==> src/rtl/kbd_ascii_fifo.sv <==
// rtl/kbd_ascii_fifo.sv - PS/2 set-2 scan-code decoder feeding an ASCII character FIFO
// Optional: define KBD_CTRL_CODES_EN to map Ctrl+letter to control codes 01..1A.
module kbd_ascii_fifo #(
  parameter int DEPTH = 16,
  parameter int CW    = $clog2(DEPTH) + 1
) (
  input  logic          clk,
  input  logic          clr,
  input  logic [7:0]    ps2_data,
  input  logic          ps2_ready,
  output logic          nextdata_n,
  input  logic          rd_en,
  output logic [7:0]    rd_data,
  output logic          empty,
  output logic          full,
  output logic [CW-1:0] count,
  output logic          overflow,
  input  logic          ovf_clr,
  output logic          shift_led,
  output logic          ctrl_led,
  output logic          caps_led
);
  localparam int AW = $clog2(DEPTH);

  typedef enum logic [1:0] {IDLE, BRK, EXT, EXT_BRK} state_t;

  state_t        state;
  logic          caps_held;
  logic          take;
  logic          let_hit;
  logic [4:0]    let_idx;
  logic          sym_hit;
  logic [7:0]    sym_lo;
  logic [7:0]    sym_hi;
  logic          ctrl_map;
  logic          push_req;
  logic [7:0]    push_char;
  logic          push;
  logic          pop;
  logic [7:0]    mem [DEPTH];
  logic [AW-1:0] wr_ptr;
  logic [AW-1:0] rd_ptr;

  assign take       = ps2_ready & ~clr;
  assign nextdata_n = ~take;

`ifdef KBD_CTRL_CODES_EN
  assign ctrl_map = ctrl_led;
`else
  assign ctrl_map = 1'b0;
`endif

  // Letter keys: index 0..25 for a..z
  always_comb begin
    let_hit = 1'b1;
    let_idx = 5'd0;
    case (ps2_data)
      8'h1C: let_idx = 5'd0;
      8'h32: let_idx = 5'd1;
      8'h21: let_idx = 5'd2;
      8'h23: let_idx = 5'd3;
      8'h24: let_idx = 5'd4;
      8'h2B: let_idx = 5'd5;
      8'h34: let_idx = 5'd6;
      8'h33: let_idx = 5'd7;
      8'h43: let_idx = 5'd8;
      8'h3B: let_idx = 5'd9;
      8'h42: let_idx = 5'd10;
      8'h4B: let_idx = 5'd11;
      8'h3A: let_idx = 5'd12;
      8'h31: let_idx = 5'd13;
      8'h44: let_idx = 5'd14;
      8'h4D: let_idx = 5'd15;
      8'h15: let_idx = 5'd16;
      8'h2D: let_idx = 5'd17;
      8'h1B: let_idx = 5'd18;
      8'h2C: let_idx = 5'd19;
      8'h3C: let_idx = 5'd20;
      8'h2A: let_idx = 5'd21;
      8'h1D: let_idx = 5'd22;
      8'h22: let_idx = 5'd23;
      8'h35: let_idx = 5'd24;
      8'h1A: let_idx = 5'd25;
      default: let_hit = 1'b0;
    endcase
  end

  // Digits, punctuation and fixed keys: unshifted / shifted character
  always_comb begin
    sym_hit = 1'b1;
    sym_lo  = 8'h00;
    sym_hi  = 8'h00;
    case (ps2_data)
      8'h16: {sym_lo, sym_hi} = {8'h31, 8'h21};
      8'h1E: {sym_lo, sym_hi} = {8'h32, 8'h40};
      8'h26: {sym_lo, sym_hi} = {8'h33, 8'h23};
      8'h25: {sym_lo, sym_hi} = {8'h34, 8'h24};
      8'h2E: {sym_lo, sym_hi} = {8'h35, 8'h25};
      8'h36: {sym_lo, sym_hi} = {8'h36, 8'h5E};
      8'h3D: {sym_lo, sym_hi} = {8'h37, 8'h26};
      8'h3E: {sym_lo, sym_hi} = {8'h38, 8'h2A};
      8'h46: {sym_lo, sym_hi} = {8'h39, 8'h28};
      8'h45: {sym_lo, sym_hi} = {8'h30, 8'h29};
      8'h4E: {sym_lo, sym_hi} = {8'h2D, 8'h5F};
      8'h55: {sym_lo, sym_hi} = {8'h3D, 8'h2B};
      8'h54: {sym_lo, sym_hi} = {8'h5B, 8'h7B};
      8'h5B: {sym_lo, sym_hi} = {8'h5D, 8'h7D};
      8'h5D: {sym_lo, sym_hi} = {8'h5C, 8'h7C};
      8'h4C: {sym_lo, sym_hi} = {8'h3B, 8'h3A};
      8'h52: {sym_lo, sym_hi} = {8'h27, 8'h22};
      8'h41: {sym_lo, sym_hi} = {8'h2C, 8'h3C};
      8'h49: {sym_lo, sym_hi} = {8'h2E, 8'h3E};
      8'h4A: {sym_lo, sym_hi} = {8'h2F, 8'h3F};
      8'h0E: {sym_lo, sym_hi} = {8'h60, 8'h7E};
      8'h29: {sym_lo, sym_hi} = {8'h20, 8'h20};
      8'h5A: {sym_lo, sym_hi} = {8'h0D, 8'h0D};
      8'h66: {sym_lo, sym_hi} = {8'h08, 8'h08};
      8'h0D: {sym_lo, sym_hi} = {8'h09, 8'h09};
      8'h76: {sym_lo, sym_hi} = {8'h1B, 8'h1B};
      default: sym_hit = 1'b0;
    endcase
  end

  // Translation sees the modifier state from before the consuming edge
  always_comb begin
    push_req  = 1'b0;
    push_char = 8'h00;
    if (take) begin
      case (state)
        IDLE: begin
          if (let_hit) begin
            push_req = 1'b1;
            if (ctrl_map)
              push_char = {3'b000, let_idx} + 8'd1;
            else
              push_char = ((shift_led ^ caps_led) ? 8'h41 : 8'h61) + {3'b000, let_idx};
          end else if (sym_hit) begin
            push_req  = 1'b1;
            push_char = shift_led ? sym_hi : sym_lo;
          end
        end
        EXT: begin
          if (ps2_data == 8'h4A) begin
            push_req  = 1'b1;
            push_char = 8'h2F;
          end else if (ps2_data == 8'h5A) begin
            push_req  = 1'b1;
            push_char = 8'h0D;
          end
        end
        default: ;
      endcase
    end
  end

  always_ff @(posedge clk) begin
    if (clr) begin
      state     <= IDLE;
      shift_led <= 1'b0;
      ctrl_led  <= 1'b0;
      caps_led  <= 1'b0;
      caps_held <= 1'b0;
    end else if (take) begin
      case (state)
        IDLE: begin
          case (ps2_data)
            8'hF0: state <= BRK;
            8'hE0: state <= EXT;
            8'h12, 8'h59: shift_led <= 1'b1;
            8'h14: ctrl_led <= 1'b1;
            8'h58: begin
              if (!caps_held) caps_led <= ~caps_led;
              caps_held <= 1'b1;
            end
            default: ;
          endcase
        end
        BRK: begin
          case (ps2_data)
            8'h12, 8'h59: shift_led <= 1'b0;
            8'h14: ctrl_led <= 1'b0;
            8'h58: caps_held <= 1'b0;
            default: ;
          endcase
          state <= IDLE;
        end
        EXT: begin
          if (ps2_data == 8'h14) ctrl_led <= 1'b1;
          state <= (ps2_data == 8'hF0) ? EXT_BRK : IDLE;
        end
        EXT_BRK: begin
          if (ps2_data == 8'h14) ctrl_led <= 1'b0;
          state <= IDLE;
        end
        default: state <= IDLE;
      endcase
    end
  end

  assign pop     = rd_en & ~empty;
  assign push    = push_req & (~full | pop);
  assign empty   = (count == '0);
  assign full    = (count == CW'(DEPTH));
  assign rd_data = mem[rd_ptr];

  always_ff @(posedge clk) begin
    if (clr) begin
      wr_ptr   <= '0;
      rd_ptr   <= '0;
      count    <= '0;
      overflow <= 1'b0;
    end else begin
      if (push) wr_ptr <= wr_ptr + AW'(1);
      if (pop)  rd_ptr <= rd_ptr + AW'(1);
      if (push && !pop)
        count <= count + CW'(1);
      else if (pop && !push)
        count <= count - CW'(1);
      // A drop in the same cycle as a clear keeps the flag set
      if (push_req && !push)
        overflow <= 1'b1;
      else if (ovf_clr)
        overflow <= 1'b0;
    end
  end

  always_ff @(posedge clk) begin
    if (push) mem[wr_ptr] <= push_char;
  end

endmodule

==> config.mk <==
export PLATFORM = sky130hd
export DESIGN_NAME = kbd_ascii_fifo
export DESIGN_NICKNAME = d
export VERILOG_FILES = /design/src/rtl/kbd_ascii_fifo.sv
export SDC_FILE = /design/constraint.sdc
export NUM_CORES = 1
export LEC_CHECK = 0
export CORE_ASPECT_RATIO = 1.4
export CORE_MARGIN = 2
export CORE_UTILIZATION = 50
export DETAILED_ROUTE_END_ITERATION = 8
export HOLD_SLACK_MARGIN = 0.1
export PLACE_DENSITY = 0.68
export SETUP_SLACK_MARGIN = 0.5
export SLEW_MARGIN = 20
export SYNTH_ARGS = -nofsm -noshare
export SYNTH_HDL_FRONTEND = slang
export SYNTH_SLANG_ARGS = --single-unit
==> constraint.sdc <==
create_clock -name clk -period 7.9 [get_ports clk]
set_input_delay 1.185 -clock clk [delete_from_list [all_inputs] [get_ports clk]]
set_output_delay 1.185 -clock clk [all_outputs]
set_load 0.05 [all_outputs]
**Run 1: the clock network**

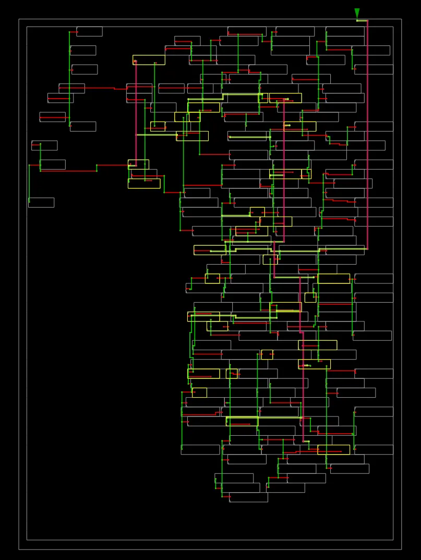
clock latency on the worst-skew pair: 430 ps
Clock Sinks: 152
flop count: 152
clkbuf count: 17

**Run 1: placement by cell class**

Fill, decap, tap and diode cells in grey.
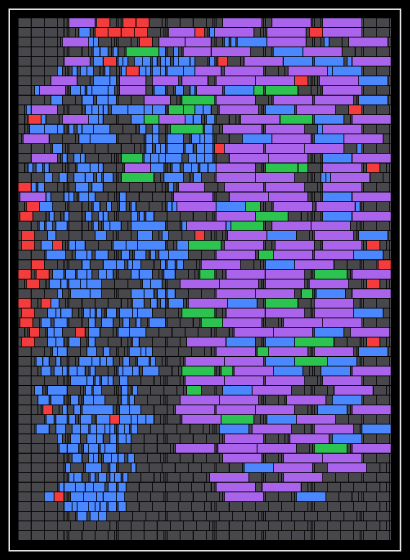
- blue: combinational and other logic (cells 416; share of their area 38%)
- green: clock drivers and dummy loads (cells 32; share of their area 7.0%)
- purple: sequential cells (cells 152; share of their area 50%)
- red: remaining buffers and delay cells (cells 43; share of their area 4.6%)
Seq area share: 48.5%
core footprint: 15,400 um2
final core occ: 57.9%

**Run 1: routed metal, one colour a layer**

Scale bar: 20 um. Two of the layers only.
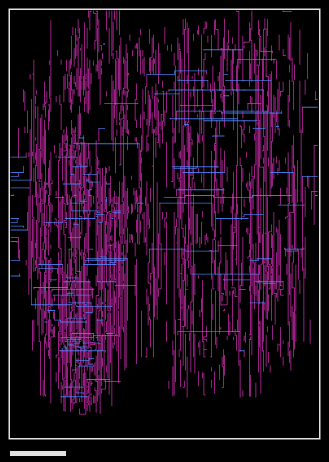
- blue: metal 3 (wire length 1,050 um)
- magenta: metal 2 (wire length 10,500 um)
Tot GR Track Use: 25.1%
vias after detailed routing: 5,342
drt total wl: 19.9 mm
per-cell routed wire length: 23.7 um

**Run 1: sequential cells coloured by netlist name**

Scale bar: 20 um. Other sequential cells in the stronger grey, the rest of the logic in the fainter grey.
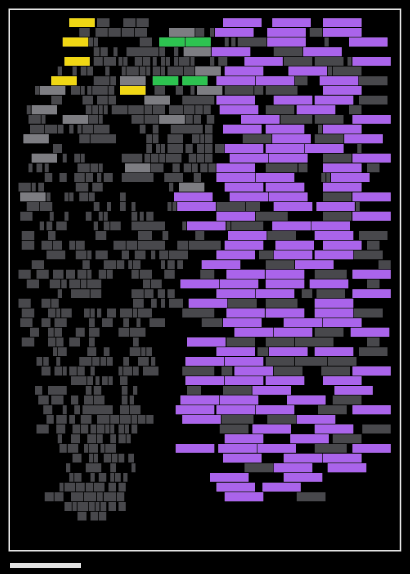
- purple: mem (flops 128)
- yellow: count (flops 5; where north-west)
- green: rd_ptr (flops 4; where north)
sequential power: 891 uW
Flop area: 4330 um2

-- run 1: tightest hold or removal path, cell delays in order (launching register included) --
cell and delay [ps]:
dfxtp_1 330, a21oi_1 60, nor2_1 70
-- run 1: layer usage --
layer  part of all wire, %  wire [um]
met5                     0          0
met1                    36       7100
met2                    53      10500
met3                   5.3       1050
met4                   5.9       1170
-- run 1: final timing paths --
check	from	end	slack, ps	cells after the start
worst min-delay path	ctrl_led	ctrl_led	500	2
worst min register to register	ctrl_led	ctrl_led	500	2
worst max-delay path	ps2_data[3]	count[4]	2370	15
worst max register to register	state[0]	count[4]	4290	14
-- run 1: stage by stage --
step           util (%)  area [um2]
3_3_place_gp       53.7        8280
3_5_place_dp       53.7        8280
2_1_floorplan         -        7860
4_1_cts            57.7        8880
6_report           57.9        8920
5_1_grt            57.9        8920
==> out/results.txt, run 1 <==
Clock tree buffer depth -> 2
Switching portion of total power -> 29.7%
Layout Skew -> 11.6 ps
CP bufs+invs -> 2
Mux area share -> 12.3%
Crit path largest cell delay -> 1020 ps
Htree depth -> 4
Cell Rows -> 54
Maximum VDD drop -> 0.000156 V
Post-route minimum period -> 5530 ps
Synthesis area per yosys -> 7800 um2
Routability-driven placement congestion ratio -> 1.06
Tool warning count -> 29
Mapped Area -> 7800 um2
Number of enable flip-flop cells -> 128
Syn avg cell area -> 13.1 um2
Die span in y -> 152 um
Worst EP arrival -> 5880 ps
P_comb -> 466 uW
Most frequent logic cell in the layout -> edfxtp_1
Logic gate share of total power -> 21.5%
Largest class -> sequential cells
CP Data Required Time -> 8240 ps
DRC errors left -> 0
Multi-input combinational area share -> 36.8%
CP Max Fanout -> 16
PD cells -> 244 nW/um2
Post_cts resized -> 0
Post-Syn Instances -> 594
Most frequent logic cells in the routed design -> edfxtp_1, nor2_1, mux4_2, nand2_1, clkdlybuf4s50_1
Post-synth top area cell -> edfxtp_1
Simple-gate area share of the yosys netlist -> 15.4%
Synth-to-Final Area Change -> 14.3%
DRT Pass-1 Iters -> 5
Initial antenna violation count -> 0
Post-cts hold-fix buffer tally -> 0
Place WS -> 2000 ps
Largest power group -> sequential cells
Family with the most delay on the worst path -> simple AND/OR/NAND/NOR gates
Crit end category -> register
Largest net degree at the start of global routing -> 37
Max Cap Viol -> 0
Cell-internal power -> 1.53 mW
Setup slack after layout -> 2370 ps
Max FFs per register -> 128
Fill cell count -> 1,208
Non-filler cells, final -> 839
Fmax -> 0.181 GHz
Max-area cell share -> 49.3%
Seq share, synth -> 55.4%
Unrepaired setup endpoints after global routing -> false
TritonCTS clock tree -> built
Die area -> 16,600 um2
TritonCTS Buffers -> 17
Yosys cell types -> 84
Slowest cell on crit path -> nor4bb_1
Syn. warnings -> 0
Worst Hold Class -> reg -> reg
Starting DRT DRC Count -> 336
Slew Viols, Final -> 0
Grt peak-use layer -> met2
Final hold violation count -> 0
Min Hold Slack -> 496 ps
Share of cells above drive strength 1 -> 17.0%
Critical path class -> in -> reg
Nonclk inv count -> 16
Status -> completed
Clock distribution power -> 817 uW
CTS Root Cell -> clkbuf_16
Number of logic gates -> 400
Nets -> 654
Clock share of power -> 37.6%
Leak Pwr -> 2.94 nW
Number of global-route vias before repair -> 5,484
Yosys cell count -> 594
Worst setup SP type -> primary input
Grt met3 use -> 4.38%
Antenna viol nets, final -> 0
Share of power burned in registers -> 41.0%
Top cells by count, synth -> edfxtp_1, nor2_1, mux4_2
Synth top area cells -> edfxtp_1, mux4_2, dfxtp_1
Post-CTS Setup Inserts -> 0
**Run 1: clock network drawn from the DEF**

Scale bar: 20 um.
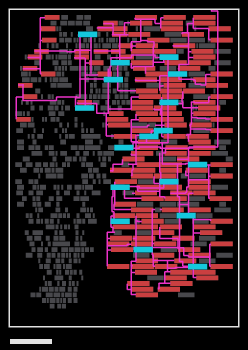

==> run 2: changes to the inputs <==
clock period = 5.4 ns   (was 7.9 ns; I/O delays follow)
**Run 2: clock network drawn from the DEF**

Scale bar: 20 um.
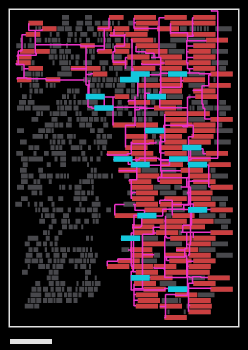
- red: flip-flops (count 152)
- cyan: clock drivers (count 17)
- magenta: clock wires (length 1,710 um)
- routed clock nets: 18
Layout Skew: 16.5 ps
clock distribution power: 1.14 mW

==> out/results.txt, run 2 <==
Nets -> 683 (was 654)
Initial antenna violation count -> 0 (unchanged)
Crit end category -> register (unchanged)
Number of global-route vias before repair -> 5,655 (was 5,484)
CTS Root Cell -> clkbuf_16 (unchanged)
Die area -> 16,600 um2 (unchanged)
Logic gate share of total power -> 21.5% (about the same)
Multi-input combinational area share -> 35.7% (was 36.8%)
Clkbuf count -> 17 (unchanged)
Slew Viols, Final -> 0 (unchanged)
Tool warning count -> 29 (unchanged)
Most frequent logic cells in the routed design -> edfxtp_1, nor2_1, mux4_2, buf_4, nand2_1 (was edfxtp_1, nor2_1, mux4_2, nand2_1, clkdlybuf4s50_1)
Share of cells above drive strength 1 -> 20.2% (was 17.0%)
Antenna viol nets, final -> 0 (unchanged)
CP Max Fanout -> 20 (was 16)
Post-Syn Instances -> 594 (unchanged)
Flop count -> 152 (unchanged)
Family with the most delay on the worst path -> simple AND/OR/NAND/NOR gates (unchanged)
TritonCTS Buffers -> 17 (unchanged)
Reg-to-Reg Start -> state[0] (unchanged)
Worst setup path end -> count[4] (unchanged)
Largest power group -> sequential cells (unchanged)
Share of power burned in registers -> 42.3% (was 41.0%)
Synth top area cells -> edfxtp_1, mux4_2, dfxtp_1 (unchanged)
Max FFs per register -> 128 (unchanged)
R2R depth -> 14 (unchanged)
Cell-internal power -> 2.20 mW (was 1.53 mW)
CP bufs+invs -> 2 (unchanged)
Worst setup SP type -> primary input (unchanged)
Clock share of power -> 36.3% (was 37.6%)
TritonCTS clock tree -> built (unchanged)
Htree depth -> 4 (unchanged)
Setup slack after layout -> 817 ps (was 2370 ps)
Core footprint -> 15,400 um2 (unchanged)
Hold Startpoint -> ctrl_led (unchanged)
Switching portion of total power -> 30.2% (was 29.7%)
Crit path from -> ps2_data[1] (was ps2_data[3])
Post-synth top area cell -> edfxtp_1 (unchanged)
Clock tree buffer depth -> 2 (unchanged)
Largest net degree at the start of global routing -> 42 (was 37)
Worst Hold Class -> reg -> reg (unchanged)
Mapped Area -> 7800 um2 (unchanged)
Flop area -> 4330 um2 (unchanged)
Post-cts hold-fix buffer tally -> 0 (unchanged)
Hold path depth -> 2 (unchanged)
Post-route minimum period -> 4580 ps
Leak Pwr -> 3.09 nW (was 2.94 nW)
Nonclk inv count -> 16 (unchanged)
PD cells -> 345 nW/um2 (was 244 nW/um2)
Worst EP arrival -> 4940 ps (was 5880 ps)
Unrepaired setup endpoints after global routing -> false (unchanged)
R2R Path End -> count[4] (unchanged)
DRT Pass-1 Iters -> 5 (unchanged)
Min Hold Slack -> 499 ps (was 496 ps)
Number of logic gates -> 400 (unchanged)
Sequential power -> 1.33 mW (was 891 uW)
Seq area share -> 47.4% (was 48.5%)
Hold-critical path endpoint -> ctrl_led (unchanged)
Most frequent logic cell in the layout -> edfxtp_1 (unchanged)
DRC errors left -> 0 (unchanged)
Status -> completed (unchanged)
Slowest cell on crit path -> clkdlybuf4s50_1 (was nor4bb_1)
Largest class -> sequential cells (unchanged)
Fmax -> 0.218 GHz
Per-cell routed wire length -> 24.5 um (was 23.7 um)
Crit path largest cell delay -> 870 ps (was 1020 ps)
Routability-driven placement congestion ratio -> 0.968 (was 1.06)
Post-CTS Setup Inserts -> 0 (unchanged)
Die span in y -> 152 um (unchanged)
Clock latency on the worst-skew pair -> 420 ps (was 430 ps)
Clock Sinks -> 152 (unchanged)
Max Cap Viol -> 0 (unchanged)
Post_cts resized -> 0 (unchanged)
==> run 2: kinds of logic after synthesis <==
| kind of cell | Yosys count | share of synthesized area [%] |
|---|---|---|
| flops | 152 | 55.4 |
| xor+xnor | 16 | 1.80 |
| buf+inv | 57 | 3.78 |
| fa+ha+maj | 11 | 1.86 |
| compound gates | 105 | 9.43 |
| other cells | 1 | 0.0481 |
| mux | 45 | 12.3 |
| simple gates | 207 | 15.4 |
==> run 2: metal layers <==
metal | GRT usage, % | share of wire [%] | wire length, um | vias to the layer above
met4 | 18.0 | 7.2 | 1530 | 0
met1 | 29.0 | 35 | 7380 | 2668
met3 | 4.29 | 4.9 | 1050 | 88
met5 | 0 | 0 | 0 | -
met2 | 46.8 | 53 | 11300 | 252
li1 | - | - | - | 2445
**Run 2: placement by cell class**

Fill, decap, tap and diode cells in grey.
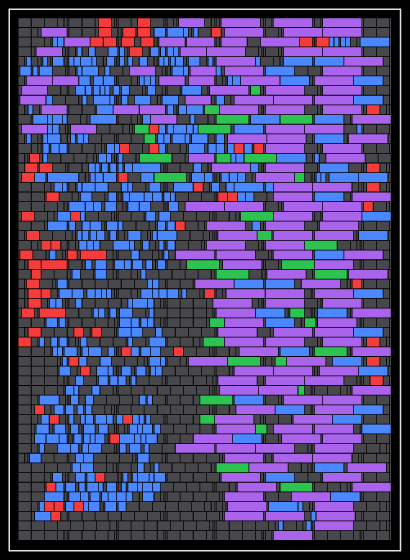

==> run 3: changes to the inputs <==
clock period = 4.65 ns   (was 5.4 ns; I/O delays follow)
**Run 3: placement by cell class**

Fill, decap, tap and diode cells in grey.
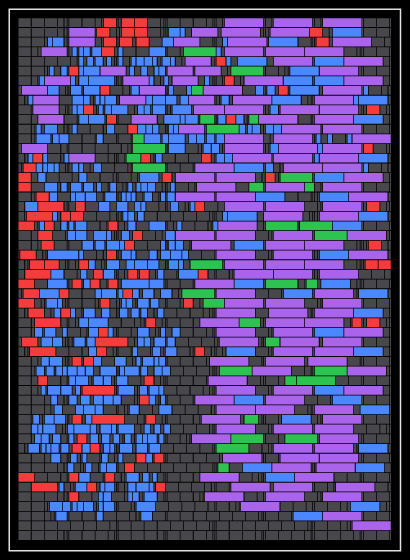
- blue: combinational and other logic (cells 416; share of their area 36%)
- red: remaining buffers and delay cells (cells 103; share of their area 11%)
- purple: sequential cells (cells 152; share of their area 47%)
- green: clock drivers and dummy loads (cells 32; share of their area 6.5%)
Cell Rows: 54
Seq area share: 45.4%

==> out/results.txt, run 3 <==
Syn. warnings -> 0 (unchanged)
Largest class -> sequential cells (unchanged)
Cell-internal power -> 2.64 mW (was 2.20 mW)
DRT Pass-1 Iters -> 5 (unchanged)
CTS Root Cell -> clkbuf_16 (unchanged)
Tool warning count -> 29 (unchanged)
Number of enable flip-flop cells -> 128 (unchanged)
Htree depth -> 4 (unchanged)
Logic gate share of total power -> 22.2% (was 21.5%)
FF-to-FF setup slack -> 1200 ps (was 2150 ps)
Nonclk inv count -> 16 (unchanged)
Fill cell count -> 1,185 (was 1,227)
Post-CTS Setup Inserts -> 0 (unchanged)
Multi-input combinational area share -> 34.4% (was 35.7%)
DRC errors left -> 0 (unchanged)
Largest net degree at the start of global routing -> 42 (unchanged)
Min Hold Slack -> 497 ps (was 499 ps)
Setup slack after layout -> 858 ps (was 817 ps)
Worst EP arrival -> 3090 ps (was 4940 ps)
Layout Skew -> 20.4 ps (was 16.5 ps)
Sequential power -> 1.54 mW (was 1.33 mW)
Clock tree buffer depth -> 2 (unchanged)
Layout Cell Area excl Fill -> 9520 um2 (was 9120 um2)
Most frequent logic cells in the routed design -> edfxtp_1, buf_4, nor2_1, mux4_2, nand2_1 (was edfxtp_1, nor2_1, mux4_2, buf_4, nand2_1)
Core footprint -> 15,400 um2 (unchanged)
Share of cells above drive strength 1 -> 24.5% (was 20.2%)
Slew Viols, Final -> 0 (unchanged)
CP Max Fanout -> 16 (was 20)
R2R Path End -> count[4] (unchanged)
Clock distribution power -> 1.38 mW (was 1.14 mW)
R2R depth -> 15 (was 14)
Share of power burned in registers -> 41.0% (was 42.3%)
P_comb -> 835 uW (was 676 uW)
Number of logic gates -> 400 (unchanged)
Worst setup path end -> rd_data[3] (was count[4])
TritonCTS clock tree -> built (unchanged)
Antenna viol nets, final -> 0 (unchanged)
Slowest cell on crit path -> clkdlybuf4s50_1 (unchanged)
Worst setup SP type -> register (was primary input)
Post-route minimum period -> 3790 ps
Clock latency on the worst-skew pair -> 420 ps (about the same)
Non-filler cells, final -> 899 (was 868)
Seq share, synth -> 55.4% (unchanged)
CP Data Required Time -> 3950 ps (was 5760 ps)
Die span in y -> 152 um (unchanged)
Hold path depth -> 2 (unchanged)
PD cells -> 394 nW/um2 (was 345 nW/um2)
Synth top area cells -> edfxtp_1, mux4_2, dfxtp_1 (unchanged)
Hold Startpoint -> ctrl_led (unchanged)
Routability-driven placement congestion ratio -> 1.01 (was 0.968)
Per-cell routed wire length -> 24.6 um (was 24.5 um)
Most frequent logic cell in the layout -> edfxtp_1 (unchanged)
Synth-to-Final Area Change -> 22.0% (was 16.9%)
Reg-to-Reg Start -> state[0] (unchanged)
Critical path class -> reg -> out (was in -> reg)
Hold-critical path endpoint -> ctrl_led (unchanged)
Final core occ -> 61.8% (was 59.2%)
Synthesis area per yosys -> 7800 um2 (unchanged)
Max Cap Viol -> 0 (unchanged)
Max FFs per register -> 128 (unchanged)
Clock share of power -> 36.8% (was 36.3%)
Leak Pwr -> 3.37 nW (was 3.09 nW)
Final hold violation count -> 0 (unchanged)
Clock Sinks -> 152 (unchanged)
Status -> completed (unchanged)
Clkbuf count -> 17 (unchanged)
Yosys cell count -> 594 (unchanged)
Placed cell areas -> 8750 um2 (was 8530 um2)
Post-cts hold-fix buffer tally -> 0 (unchanged)
Fmax -> 0.264 GHz
Largest power group -> sequential cells (unchanged)
Number of global-route vias before repair -> 5,664 (was 5,655)
CP bufs+invs -> 2 (unchanged)
Die area -> 16,600 um2 (unchanged)
Maximum VDD drop -> 0.000274 V (was 0.000234 V)
Yosys cell types -> 84 (unchanged)
Crit path largest cell delay -> 720 ps (was 870 ps)
Post-synth top area cell -> edfxtp_1 (unchanged)
Nets -> 714 (was 683)
Worst Hold Class -> reg -> reg (unchanged)
Post_cts resized -> 0 (unchanged)
Syn avg cell area -> 13.1 um2 (unchanged)
Vias after detailed routing -> 5,643 (was 5,453)
-- run 3: cell counts after synthesis --
Identical to the previous run, type by type.
-- run 3: metal layers --
metal | GRT usage, % | wire length [um] | part of all wire, %
met5 | 0 | 0 | 0
met3 | 4.38 | 1020 | 4.6
met4 | 15.5 | 1410 | 6.4
met2 | 48.6 | 12000 | 54
met1 | 29.6 | 7680 | 35
-- run 3: logic make-up (layout without fill, tap and decap cells) --
group	Yosys count	in the layout	share of synthesized area, %
other	1	16	0.0481
flip-flops	152	152	55.4
multiplexers	45	45	12.3
XOR/XNOR	16	16	1.80
adder cells (fa/ha/maj)	11	11	1.86
buffers and inverters	57	151	3.78
AND-OR/OR-AND	105	105	9.43
AND/OR/NAND/NOR	207	207	15.4
Power and IR drop assume default switching activity.
